$ cat src/rtl/dram_port_arbiter.sv
// dram_port_arbiter
//   Two-requester arbiter in front of a single-ported memory. Grants are
//   combinational in the request cycle. m0 has priority, but m1 is forced
//   through after STARVE_LIMIT consecutive waiting cycles. A requester may
//   lock the port for an atomic sequence of up to LOCK_MAX grants. Read data
//   returns one cycle after the grant and is steered back to its owner.
//
// Ports
//   clk_i, rst_i            clock, asynchronous active-high reset
//   mN_req_i / mN_lock_i    request and keep-ownership from requester N
//   mN_addr_i/we_i/be_i     access address, write flag, byte enables
//   mN_wdata_i / is_cap_i   write data (top bit is the capability tag), cap access
//   mN_gnt_o                access accepted this cycle
//   mN_rvalid_o/rdata_o     read response for requester N
//   mem_*_o                 memory request of the granted requester (zero when idle)
//   mem_rdata_i             memory read data, one cycle after a read strobe
module dram_port_arbiter #(
  parameter int DATA_WIDTH   = 33,
  parameter int STARVE_LIMIT = 4,
  parameter int LOCK_MAX     = 8
) (
  input  logic                  clk_i,
  input  logic                  rst_i,
  input  logic                  m0_req_i,
  input  logic                  m0_lock_i,
  input  logic [31:0]           m0_addr_i,
  input  logic                  m0_we_i,
  input  logic [3:0]            m0_be_i,
  input  logic [DATA_WIDTH-1:0] m0_wdata_i,
  input  logic                  m0_is_cap_i,
  output logic                  m0_gnt_o,
  output logic                  m0_rvalid_o,
  output logic [DATA_WIDTH-1:0] m0_rdata_o,
  input  logic                  m1_req_i,
  input  logic                  m1_lock_i,
  input  logic [31:0]           m1_addr_i,
  input  logic                  m1_we_i,
  input  logic [3:0]            m1_be_i,
  input  logic [DATA_WIDTH-1:0] m1_wdata_i,
  input  logic                  m1_is_cap_i,
  output logic                  m1_gnt_o,
  output logic                  m1_rvalid_o,
  output logic [DATA_WIDTH-1:0] m1_rdata_o,
  output logic                  mem_en_o,
  output logic                  mem_we_o,
  output logic                  mem_is_cap_o,
  output logic [31:0]           mem_addr_o,
  output logic [3:0]            mem_be_o,
  output logic [DATA_WIDTH-1:0] mem_wdata_o,
  input  logic [DATA_WIDTH-1:0] mem_rdata_i
);

  typedef enum logic [1:0] {IDLE, LOCK0, LOCK1} state_e;

  localparam logic [3:0] STARVE_MAX = 4'(STARVE_LIMIT);
  // lock_cnt value before the grant that completes a full locked sequence
  localparam logic [7:0] LOCK_LAST  = 8'(LOCK_MAX - 1);

  state_e     state_q, state_d;
  logic [3:0] starve_q, starve_d;
  logic [7:0] lock_cnt_q, lock_cnt_d;
  logic       rvalid0_q, rvalid0_d;
  logic       rvalid1_q, rvalid1_d;
  logic       gnt0, gnt1;

  // State register
  always_ff @(posedge clk_i or posedge rst_i) begin
    if (rst_i) begin
      state_q    <= IDLE;
      starve_q   <= '0;
      lock_cnt_q <= '0;
      rvalid0_q  <= 1'b0;
      rvalid1_q  <= 1'b0;
    end else begin
      state_q    <= state_d;
      starve_q   <= starve_d;
      lock_cnt_q <= lock_cnt_d;
      rvalid0_q  <= rvalid0_d;
      rvalid1_q  <= rvalid1_d;
    end
  end

  // Grant decode (output process)
  always_comb begin
    gnt0 = 1'b0;
    gnt1 = 1'b0;
    unique case (state_q)
      IDLE: begin
        if (m0_req_i && m1_req_i) begin
          if (starve_q == STARVE_MAX) gnt1 = 1'b1;
          else                        gnt0 = 1'b1;
        end else begin
          gnt0 = m0_req_i;
          gnt1 = m1_req_i;
        end
      end
      // The owner of a lock is the only candidate; the other side waits
      // even if it is starving.
      LOCK0:   gnt0 = m0_req_i;
      LOCK1:   gnt1 = m1_req_i;
      default: ;
    endcase
  end

  // Next-state process
  always_comb begin
    state_d    = state_q;
    lock_cnt_d = lock_cnt_q;
    unique case (state_q)
      IDLE: begin
        if (gnt0 && m0_lock_i) begin
          state_d    = LOCK0;
          lock_cnt_d = 8'd1;
        end else if (gnt1 && m1_lock_i) begin
          state_d    = LOCK1;
          lock_cnt_d = 8'd1;
        end
      end
      LOCK0: begin
        if (!m0_req_i) begin
          state_d    = IDLE;
          lock_cnt_d = '0;
        end else if (!m0_lock_i || lock_cnt_q == LOCK_LAST) begin
          state_d    = IDLE;
          lock_cnt_d = '0;
        end else begin
          lock_cnt_d = lock_cnt_q + 8'd1;
        end
      end
      LOCK1: begin
        if (!m1_req_i) begin
          state_d    = IDLE;
          lock_cnt_d = '0;
        end else if (!m1_lock_i || lock_cnt_q == LOCK_LAST) begin
          state_d    = IDLE;
          lock_cnt_d = '0;
        end else begin
          lock_cnt_d = lock_cnt_q + 8'd1;
        end
      end
      default: begin
        state_d    = IDLE;
        lock_cnt_d = '0;
      end
    endcase

    // m1 waiting time; keeps counting while a lock holds it off
    if (!m1_req_i || gnt1)          starve_d = '0;
    else if (starve_q != STARVE_MAX) starve_d = starve_q + 4'd1;
    else                            starve_d = starve_q;

    // Response ownership is tracked apart from the FSM so a read in the
    // last locked grant still returns to its requester.
    rvalid0_d = gnt0 && !m0_we_i;
    rvalid1_d = gnt1 && !m1_we_i;
  end

  // Memory request mux
  always_comb begin
    mem_we_o     = 1'b0;
    mem_is_cap_o = 1'b0;
    mem_addr_o   = '0;
    mem_be_o     = '0;
    mem_wdata_o  = '0;
    if (gnt0) begin
      mem_we_o     = m0_we_i;
      mem_is_cap_o = m0_is_cap_i;
      mem_addr_o   = m0_addr_i;
      mem_be_o     = m0_be_i;
      mem_wdata_o  = m0_wdata_i;
    end else if (gnt1) begin
      mem_we_o     = m1_we_i;
      mem_is_cap_o = m1_is_cap_i;
      mem_addr_o   = m1_addr_i;
      mem_be_o     = m1_be_i;
      mem_wdata_o  = m1_wdata_i;
    end
  end

  assign m0_gnt_o    = gnt0;
  assign m1_gnt_o    = gnt1;
  assign mem_en_o    = gnt0 | gnt1;
  assign m0_rvalid_o = rvalid0_q;
  assign m1_rvalid_o = rvalid1_q;
  assign m0_rdata_o  = rvalid0_q ? mem_rdata_i : '0;
  assign m1_rdata_o  = rvalid1_q ? mem_rdata_i : '0;

endmodule

$ cat config.mk
export PLATFORM = sky130hd
export DESIGN_NAME = dram_port_arbiter
export DESIGN_NICKNAME = d
export VERILOG_FILES = /design/src/rtl/dram_port_arbiter.sv
export SDC_FILE = /design/constraint.sdc
export NUM_CORES = 1
export LEC_CHECK = 0
export CORE_AREA = 3 3 126 128
export CTS_CLUSTER_DIAMETER = 100
export DETAILED_ROUTE_END_ITERATION = 10
export DIE_AREA = 0 0 129 131
export DONT_BUFFER_PORTS = 1
export PLACE_DENSITY = 0.36
export REMOVE_ABC_BUFFERS = 1
export SLEW_MARGIN = 20
export SYNTH_ARGS = -nofsm -noshare
export SYNTH_HDL_FRONTEND = slang
export SYNTH_SLANG_ARGS = --single-unit
$ cat constraint.sdc
create_clock -name clk_i -period 1.9 [get_ports clk_i]
set_clock_uncertainty 0.2 [all_clocks]
set_input_delay 0.38 -clock clk_i [delete_from_list [all_inputs] [get_ports clk_i]]
set_output_delay 0.38 -clock clk_i [all_outputs]
set_load 0.1 [all_outputs]
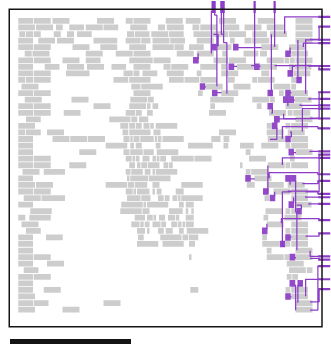
(images/io_fan.png)
Bar = 50 um.
- purple: `m0_rdata_o` (bits 33; direction output; edge 27 right, 6 top; end cells 33; buffers 33; wire 687 um)
io pins: 323
PortBufs: 0

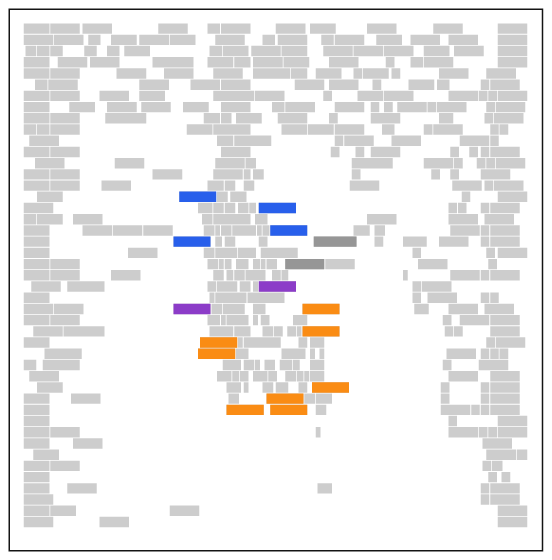
(images/flops_by_reg.png)
- purple: `state_q` (flops 2)
- blue: `starve_q` (flops 4; where middle)
- orange: `lock_cnt_q` (flops 8)
flop share of the area: 6.37%
Sequential Power: 372 uW
Util after Layout: 42.5%

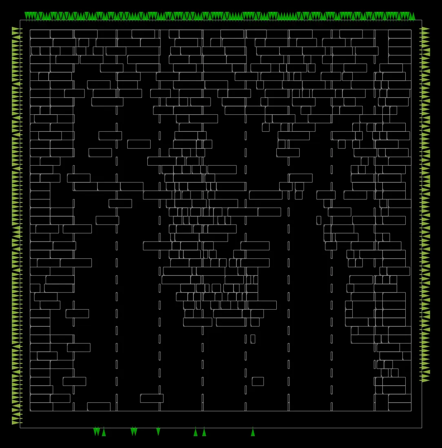
(images/placement.png)
FILL cells: 1309
Post-Layout Cell Count: 614
Core Region: 15000 um^2

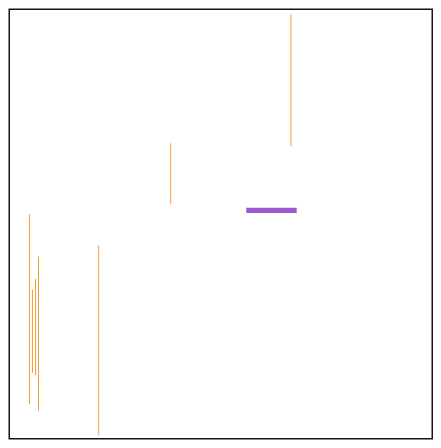
(images/wires.png)
Two of the layers only.
- orange: metal 4 (wire length 275 um)
- purple: metal 5 (wire length 13.8 um)
Total GRT Usage: 14.5%
detailed-route via count: 2894

==> flow_metrics.py <==
# Metrics from the implementation run
metrics = {
    "placed_design": {
        "place.gp.congestion": 0.797,
    },
    "global_route": {
        "grt_pass1_vias": 2903,
    },
    "pwr": {
        "clkPwrFrac_pct": 10.6,
        "intPower_mw": 1.82,
        "p_sw_share_pct": 53.6,
        "maxPowerGroup": "combinational cells",
        "p_per_area_nw_per_um2": 618,
    },
    "critical_path": {
        "ff2ff_setup_slack_ps": -10,
        "cp.depth": 7,
        "worstPathBufferInverterCount": 3,
        "endpoint": "mem_addr_o[22]",
    },
    "run": {
        "warnings": 28,
    },
    "status": {
        "violations": "setup timing",
        "status": "finished with violations",
    },
    "routing": {
        "routedWlPerCell_um": 24.4,
        "drc": 0,
    },
    "final_timing": {
        "setup_ws_ps": -666,
        "setup-violations-final": 76,
    },
    "finish": {
        "clock_cell_area_share_pct": 1.24,
    },
    "floorplanning": {
        "taps": 188,
    },
}
layer usage:
layer,track usage [%],up-vias,wire [um]
met5,0,-,13
met4,3.77,2,275
met3,4.80,16,1650
met1,16.0,1346,5040
met2,26.6,217,8010
li1,-,1313,-
through the flow:
stage | worst slack [ps] | setup TNS [ps]
floorplan | -4070 | -345210
global placement | -356 | -23990
detailed placement | -399 | -27280
CTS | -622 | -46330
global route | -706 | -49810
finish | -666 | -46360
cells by family (layout without fill, tap and decap cells):
kind of cell,count (synthesis),count (layout),share of synthesized area [%]
fa+ha+maj,3,3,1.82
compound gates,97,97,39.7
flops,16,16,19.4
buf+inv,28,198,5.87
simple gates,111,111,32.8
xor+xnor,1,1,0.424
Power figures rest on the tool's default switching activity, not on a simulated workload.
